A small window of the routed layout:
Scale bar: 10 um. Window x 30 to 55, y 13 to 38 um. Cells in gray, sequential cells in the stronger gray; small squares are vias.
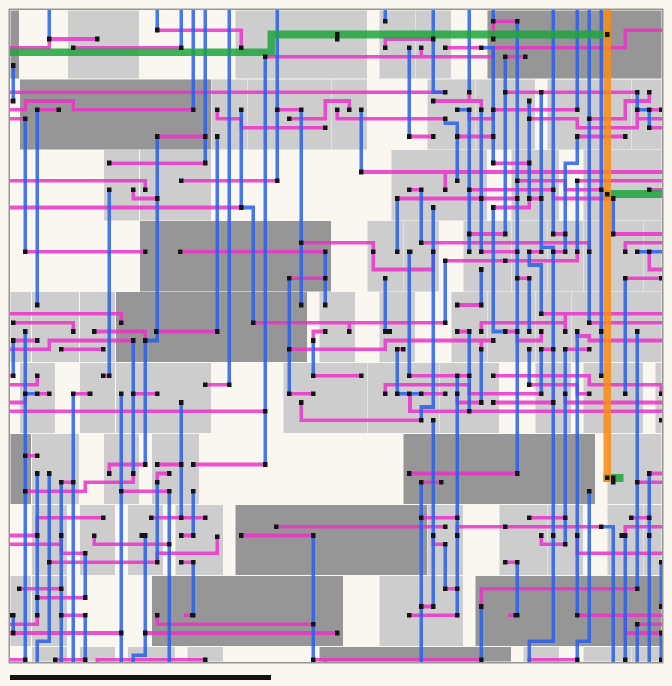
Cell outlines without signal wires:
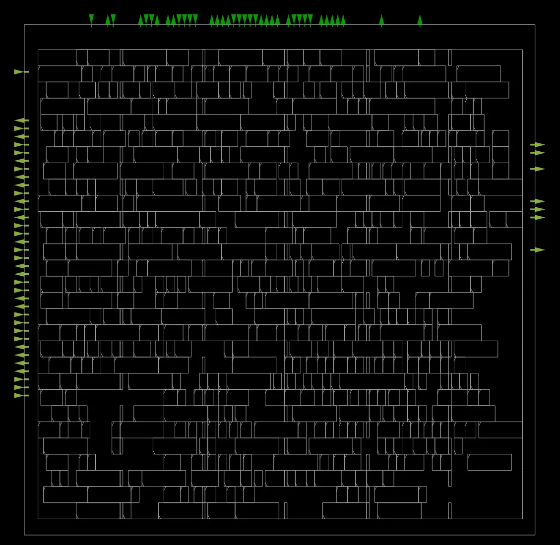
Clock wires, drivers and flops:
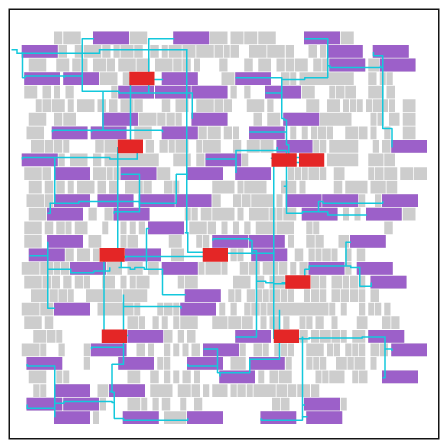
Signal metal coverage by tile:
17 x 17 tiles, from black (low) to pale yellow (high), scaled to the fullest tile. Values are wire area over tile area, all layers added.
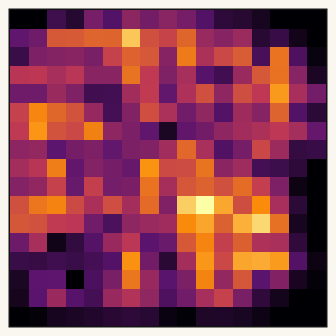
Selected gate families:
Scale bar: 20 um.
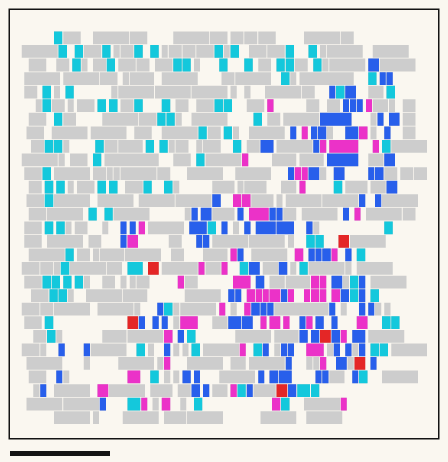
--- src/rtl/spi_ctrl_pkg.sv ---
// Shared types and widths for the SPI frame controller.
package spi_ctrl_pkg;

  // Frame sequencing states.
  typedef enum logic [1:0] {
    IDLE    = 2'd0,
    RECV    = 2'd1,
    CAPTURE = 2'd2,
    DRAIN   = 2'd3
  } state_e;

  localparam int ERR_CNT_W = 8;
  localparam int BIT_CNT_W = 6;

endpackage : spi_ctrl_pkg

--- src/rtl/spi_frame_ctrl_sync_edge.sv ---
// Multi-flop synchronizer with a delay flop and registered rise/fall pulses.
// The synchronizer chain and delay flop reset to RESET_VAL. If the raw input
// already sits at RESET_VAL when reset is released, no edge is reported.
module sync_edge #(
  parameter int   SYNC_STAGES = 2,
  parameter logic RESET_VAL   = 1'b0
) (
  input  logic clk,
  input  logic reset_n,
  input  logic din,
  output logic rise,
  output logic fall
);

  logic [SYNC_STAGES-1:0] sync_q;
  logic                   delay_q;
  logic                   sync_s;

  assign sync_s = sync_q[SYNC_STAGES-1];

  // Shift the raw input through the chain and register the edge pulses, so
  // downstream logic only ever sees flop outputs.
  always_ff @(posedge clk) begin
    // NOTE: sequential state uses non-blocking assignments so every flop
    // samples the values from before the edge, whatever the statement order.
    if (!reset_n) begin
      sync_q  <= {SYNC_STAGES{RESET_VAL}};
      delay_q <= RESET_VAL;
      rise    <= 1'b0;
      fall    <= 1'b0;
    end else begin
      sync_q  <= {sync_q[SYNC_STAGES-2:0], din};
      delay_q <= sync_s;
      rise    <= sync_s && !delay_q;
      fall    <= !sync_s && delay_q;
    end
  end

endmodule : sync_edge

--- src/rtl/spi_frame_ctrl.sv ---
// Frame controller for a receive-only SPI shift register. It synchronizes
// load and sck, counts sck rises per frame, captures p1/p2 when the bit count
// is exact, and hands frames to the consumer over valid/ready.
module spi_frame_ctrl
  import spi_ctrl_pkg::*;
#(
  parameter int W              = 16,
  parameter int FRAME_BITS     = 2 * W,
  parameter int SYNC_STAGES    = 2,
  parameter int TIMEOUT_CYCLES = 1000000
) (
  input  logic                 clk,
  input  logic                 reset_n,
  input  logic                 sck,
  input  logic                 load,
  input  logic [W-1:0]         p1_in,
  input  logic [W-1:0]         p2_in,
  output logic [W-1:0]         p1,
  output logic [W-1:0]         p2,
  output logic                 valid,
  input  logic                 ready,
  output logic                 overrun,
  output logic                 frame_err,
  output logic [ERR_CNT_W-1:0] err_cnt,
  output logic                 busy
);

  localparam int TIMER_W = (TIMEOUT_CYCLES > 2) ? $clog2(TIMEOUT_CYCLES) : 1;
  localparam logic [TIMER_W-1:0]   TIMER_LAST = TIMER_W'(TIMEOUT_CYCLES - 1);
  localparam logic [BIT_CNT_W-1:0] BITS_GOOD  = BIT_CNT_W'(FRAME_BITS);

  state_e               state, next_state;
  logic [BIT_CNT_W-1:0] bit_cnt;
  logic [TIMER_W-1:0]   timer;

  logic load_rise, load_fall;
  logic sck_rise, sck_fall_unused;

  logic clr_cnt;
  logic do_capture;
  logic do_err;

  // load idles high between frames, so its chain resets high: a frame already
  // running at reset release shows no rise and is ignored.
  sync_edge #(
    .SYNC_STAGES (SYNC_STAGES),
    .RESET_VAL   (1'b1)
  ) u_load_sync (
    .clk     (clk),
    .reset_n (reset_n),
    .din     (load),
    .rise    (load_rise),
    .fall    (load_fall)
  );

  sync_edge #(
    .SYNC_STAGES (SYNC_STAGES),
    .RESET_VAL   (1'b0)
  ) u_sck_sync (
    .clk     (clk),
    .reset_n (reset_n),
    .din     (sck),
    .rise    (sck_rise),
    .fall    (sck_fall_unused)
  );

  // State register.
  always_ff @(posedge clk) begin
    if (!reset_n) state <= IDLE;
    else          state <= next_state;
  end

  // Next-state and per-cycle control decisions.
  always_comb begin
    // NOTE: every output of this block gets a default first, so no path
    // leaves one unassigned and no latch is inferred.
    next_state = state;
    clr_cnt    = 1'b0;
    do_capture = 1'b0;
    do_err     = 1'b0;
    unique case (state)
      IDLE: begin
        if (load_rise) begin
          next_state = RECV;
          clr_cnt    = 1'b1;
        end
      end
      RECV: begin
        // A load fall in the timeout cycle still ends the frame normally.
        if (load_fall) begin
          next_state = CAPTURE;
        end else if (timer == TIMER_LAST) begin
          next_state = DRAIN;
          do_err     = 1'b1;
        end
      end
      CAPTURE: begin
        next_state = IDLE;
        if (bit_cnt == BITS_GOOD) do_capture = 1'b1;
        else                      do_err     = 1'b1;
      end
      DRAIN: begin
        if (load_fall) next_state = IDLE;
      end
      default: next_state = IDLE;
    endcase
  end

  // Bit counter and frame timer: cleared at frame start, running in RECV.
  always_ff @(posedge clk) begin
    if (!reset_n) begin
      bit_cnt <= '0;
      timer   <= '0;
    end else if (clr_cnt) begin
      bit_cnt <= '0;
      timer   <= '0;
    end else if (state == RECV) begin
      timer <= timer + 1'b1;
      if (sck_rise && (bit_cnt != '1)) bit_cnt <= bit_cnt + 1'b1;
    end
  end

  // Output frame register, handshake, overrun and error reporting.
  always_ff @(posedge clk) begin
    // NOTE: only control and status flops need a reset value here; p1/p2 are
    // reset too because the consumer may look at them before the first frame.
    if (!reset_n) begin
      p1        <= '0;
      p2        <= '0;
      valid     <= 1'b0;
      overrun   <= 1'b0;
      frame_err <= 1'b0;
      err_cnt   <= '0;
    end else begin
      frame_err <= do_err;
      overrun   <= 1'b0;
      if (do_err && (err_cnt != '1)) err_cnt <= err_cnt + 1'b1;

      if (valid && ready) valid <= 1'b0;

      // A capture overrides the consume above; it is an overrun only if the
      // pending frame was not taken in this same cycle.
      if (do_capture) begin
        p1      <= p1_in;
        p2      <= p2_in;
        valid   <= 1'b1;
        overrun <= valid && !ready;
      end
    end
  end

  assign busy = (state != IDLE);

endmodule : spi_frame_ctrl
--- config.mk ---
export PLATFORM = sky130hd
export DESIGN_NAME = spi_frame_ctrl
export DESIGN_NICKNAME = d
export VERILOG_FILES = /design/src/rtl/spi_ctrl_pkg.sv /design/src/rtl/spi_frame_ctrl_sync_edge.sv /design/src/rtl/spi_frame_ctrl.sv
export SDC_FILE = /design/constraint.sdc
export NUM_CORES = 1
export LEC_CHECK = 0
export ABC_AREA = 1
export CAP_MARGIN = 20
export CORE_MARGIN = 2
export CORE_UTILIZATION = 52
export CTS_BUF_LIST = sky130_fd_sc_hd__clkbuf_4 sky130_fd_sc_hd__clkbuf_8
export DETAILED_ROUTE_END_ITERATION = 16
export PLACE_DENSITY_LB_ADDON = 0.1
export SYNTH_ARGS = -nofsm -noshare
export SYNTH_HDL_FRONTEND = slang
export SYNTH_HIERARCHICAL = 1
export SYNTH_SLANG_ARGS = --single-unit
export TNS_END_PERCENT = 50
--- constraint.sdc ---
create_clock -name clk -period 2.1 [get_ports clk]
set_clock_uncertainty 0.05 [all_clocks]
set_input_delay 0.63 -clock clk [delete_from_list [all_inputs] [get_ports clk]]
set_output_delay 0.63 -clock clk [all_outputs]
set_load 0.05 [all_outputs]
==> summary.txt <==
The run has ended; figures from its reports follow.

The wire length on met3 is 363 um. The synthesized netlist handed to floorplanning was reported with a cell count of between 400 and 500. In the final layout, excluding clock buffers the buffer count is 86.

The number of iterations in the first detailed-routing pass came out at 6. Ranking logic cells in the layout by count gives the top entries 80 x sky130_fd_sc_hd__dfxtp_1, 70 x sky130_fd_sc_hd__inv_1, 70 x sky130_fd_sc_hd__nand2_1, 56 x sky130_fd_sc_hd__a21oi_1, 48 x sky130_fd_sc_hd__buf_4. The pin count of the biggest net entering global routing came out at 45. Per the post-synthesis report, the nets total 501. For met1 alone, demand over resource in global routing was 27.2%. The register name with the most flops is timer.

Power comes to roughly 3.5 mW. The warning total across the stage logs came out at 30. The run finished with clean final reports. Counting the inverters off the clock network in the layout gives 74.

Listed in order, past its start point the critical path passes inv_1 > ha_1 > inv_1 > buf_12. Note that the worst hold path type here is flop to flop. The total overflow left after global routing is 0. The total buffers and inverters traversed by the critical path is 3. The global routing stage identified its most utilized layer as met2.

The standby leakage power came out at 1.82 nW. The critical path's slowest stage uses the library cell sky130_fd_sc_hd__dfxtp_1. The met3 layer usage reported by global route is around 5.5%.

Clock buffers in the final layout number 10. In the hold report, the worst path ends at u_sck_sync/rise$_SDFF_PN0_. The area of the placeable core is 6420 um^2.

The proportion of final cell area spent on non-clock buffers came out at 16.8%. The portion of the layout cell area used by clock cells is 5.62%. The global placer's final weighted congestion is 0.847.

The number of pins exceeding their max-slew limit in the final report is 0. The logic gate share of total power came out at 15.6%. During synthesis, Yosys emitted a total of 6 warnings. The placement row count came out at 29.

The largest registers in the layout are timer (20), p1 (16), p2 (16). The cell total after placement is 604. Note, the detailed placer reported a final HPWL of 5.47 mm. The total inserted antenna cells is 0.

The global-route wire length before repair is 12.5 mm. The areal power density over the cells came out at 776 nW/um^2. The timing report gives the clock slew at the launch and capture registers of the worst setup and hold paths as 80 ps. The highest metal layer carrying signal wires in the routed design is met4.

The total net switching power came out at approximately 0.91 mW. The number of setup violations in the final report came out at 0.
About 'a small window of the routed layout':
- met2: blue
- met3: green
- met1: magenta
- met4: orange
- most frequent: nand2_1 (12), nor2_1 (11), dfxtp_1 (8)
- netlist names of flops here include: `timer` (6), `bit_cnt` (2)
- cells with their middle in the window: 63
- sequential cells in the window: 8

About 'cell outlines without signal wires':
number of fillers in the final layout: 533
Final Util: 70.4%
sequential fraction of total cell area: 35.4%

About 'clock wires, drivers and flops':
- cells driving clock nets: red (count 9)
- clock wires: cyan (length 910 um)
- flip-flops: purple (count 80)
- flops lie: all over the die
- routed clock nets: 10
worst skew pair latency: 340 ps
power share of the clock group: 39.5%

About 'signal metal coverage by tile':
- tiles over half the peak: 29%
- emptiest ninth of the die: lower left
- fullest tile: 0.44
Total GRT Usage: 21.2%
Detailed Route WL: 7.48 mm
number of vias after detailed routing: 3063
average wire per cell in the routed design: 12.1 um

About 'selected gate families':
- AND and OR gates: red (cells 6)
- NAND gates: blue (cells 108)
- inverting AOI/OAI gates: cyan (cells 98; where all over the die)
- NOR gates: magenta (cells 56)
number of cells in the finished layout apart from fillers: 620
highest-count logic cell in the final layout: sky130_fd_sc_hd__dfxtp_1
multi-input gate share of the layout cell area: 33.9%

No activity file was given, so power comes from the tool's default toggle rates.
